Design fcl_engine_arbiter, sky130hd; sources not shown.
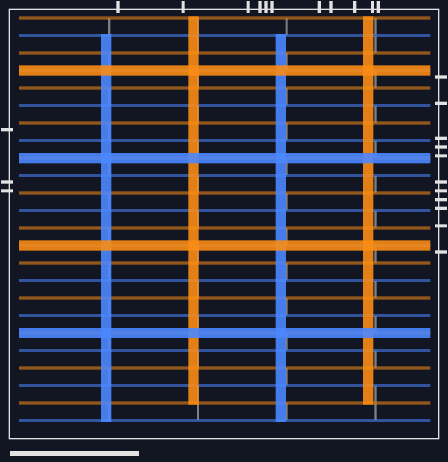
(supply network)
The bar under the picture is 20 um long. Pins as bars on the die edge. Tap cells in grey.
legend:
  blue:
    net: VSS
  orange:
    net: VDD
signal pins: 25
met4 straps: 4
VDD IR-drop max: 0.000213 V
Core ar.: 4000 um2
die y size: 66.5 um

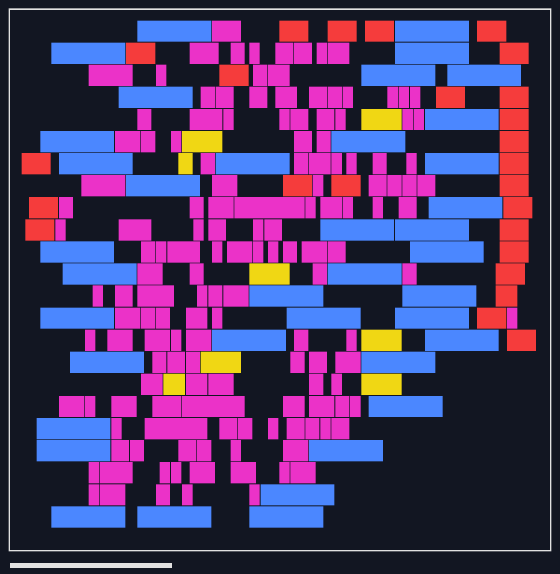
(cell classes on the final placement)
The bar under the picture is 20 um long.
legend:
  magenta:
    class: all other logic
    cells: 146
  yellow:
    class: clock drivers and dummy loads
    cells: 8
  red:
    class: other buffers and delay cells
    cells: 25
  blue:
    class: flip-flops
    cells: 38
Seq/total area: 0.418
core occupancy in the finished layout: 0.569

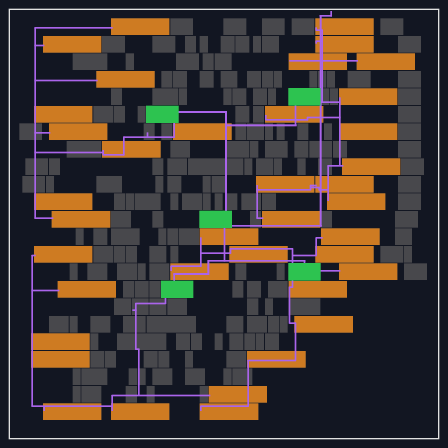
(routed clock nets over the placement)
legend:
  orange:
    item: flip-flops
    count: 38
  green:
    item: cells driving clock nets
    count: 5
  purple:
    item: clock wires
    length: 466 um
flops lie: all over the die
clock group power: 0.206 mW
insertion delay of the later-clocked pin in the worst-skew pair: 0.29 ns
clock share of power: 0.233

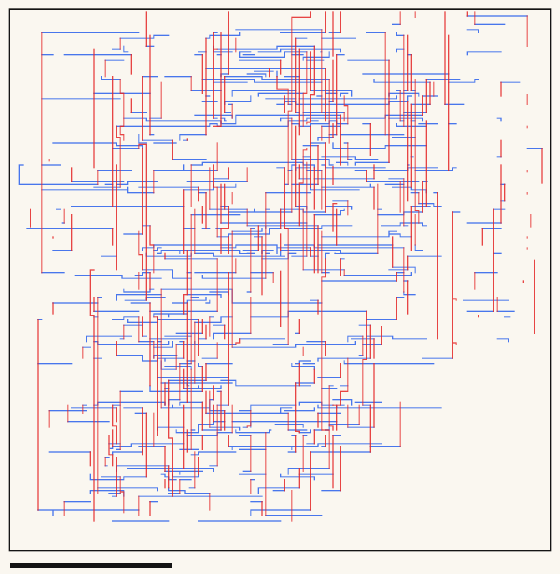
(signal wires by layer)
The bar under the picture is 20 um long. Two of the layers only.
legend:
  red:
    layer: met2
    wire_length: 1510 um
  blue:
    layer: met1
    wire_length: 1800 um
routed via count: 1439
drt total wl: 3.48 mm
Global Route Usage Sum: 0.182
routed len/inst: 13.0 um

==> flow_summary_export.csv <==
group,metric,value,unit
drt,via_per_inst,5.39,
final_timing,finalMaxSlewViolations,0,
run,maxCapViolations,0,
final_layout,inv_count,8,
synth,synth_top_area_share,0.496,
final_layout,fillCellCount,361,
synth,top_cells_by_count,"38 x dfrtp_1, 22 x nor2_1, 18 x nand2_1",
global_routing,use_met1,0.256,
global_routing,grt-busiest-layer,"met2",
critical_path,cp_num_buf_inv,2,
synth,syn_inst,192,
global_routing,grt_pass1_wl,6.02,mm
floorplanning,initial_core_util,0.479,
hold_path,worstHoldPathCells,2,
final_layout,largest_register_ffs,16,
synth,flop_cell,"dfrtp_1",
clock_network,htreeDepth,2,
final_layout,buffers,25,
synth,synthTopLogicFamily,"simple AND/OR/NAND/NOR gates",
clock_network,post_cts_buffers,0,
hold_path,min_path_type,"reg2reg",
critical_path,path_common_cell,"nor4_1",
synth,most_common_cell,"dfrtp_1",
final_layout,postLayoutCellArea,2270,um2
pwr,swShare,0.353,
final_layout,clkbuf_count,6,
critical_path,criticalPathCategory,"in2reg",
final_layout,diodes,0,
global_routing,met3_usage,0.0479,
final_timing,whs,0.385,ns
placed_design,portBuffers,24,
floorplanning,dieArea,4430,um2
synth,synth_warnings,0,
critical_path,path_delay_family,"buffers and inverters",
placed_design,place_inst,259,
critical_path,critPathMaxStageDelay,0.63,ns
pwr,seq_power_share,0.468,
final_timing,hold_viol_final,0,
final_layout,clock_cell_area_share,0.0418,
clock_network,holdBufCountCts,0,
synth,yosysUniqueCellTypes,41,
final_timing,fmax,0.347,GHz
synth,synth_flops,38,
clock_network,cts_tree,"built",
synth,synthArstFlopShare,1.00,
critical_path,cp.required,5.42,ns
drt,first_iter_violations,80,
placed_design,dpl.hpwl,2.44,mm
synth,syn_avg_cell_area,9.98,um2
placed_design,gp_congestion,0.774,
global_routing,antenna_found_initial,0,
synth,synth.net_count,201,
final_layout,num-multi-input-gates,138,
final_timing,grt_setup_unrepaired,"false",
placed_design,placed_cell_area,2180,um2
critical_path,critPathMaxFanout,8,
drt,top_layer,"met4",
run_status,run_status,"finished clean",
global_routing,grt_pass1_vias,1323,
clock_network,cts_buffers,5,
critical_path,critPathLaunchType,"input port",
Power is estimated from default activity; no workload was simulated.
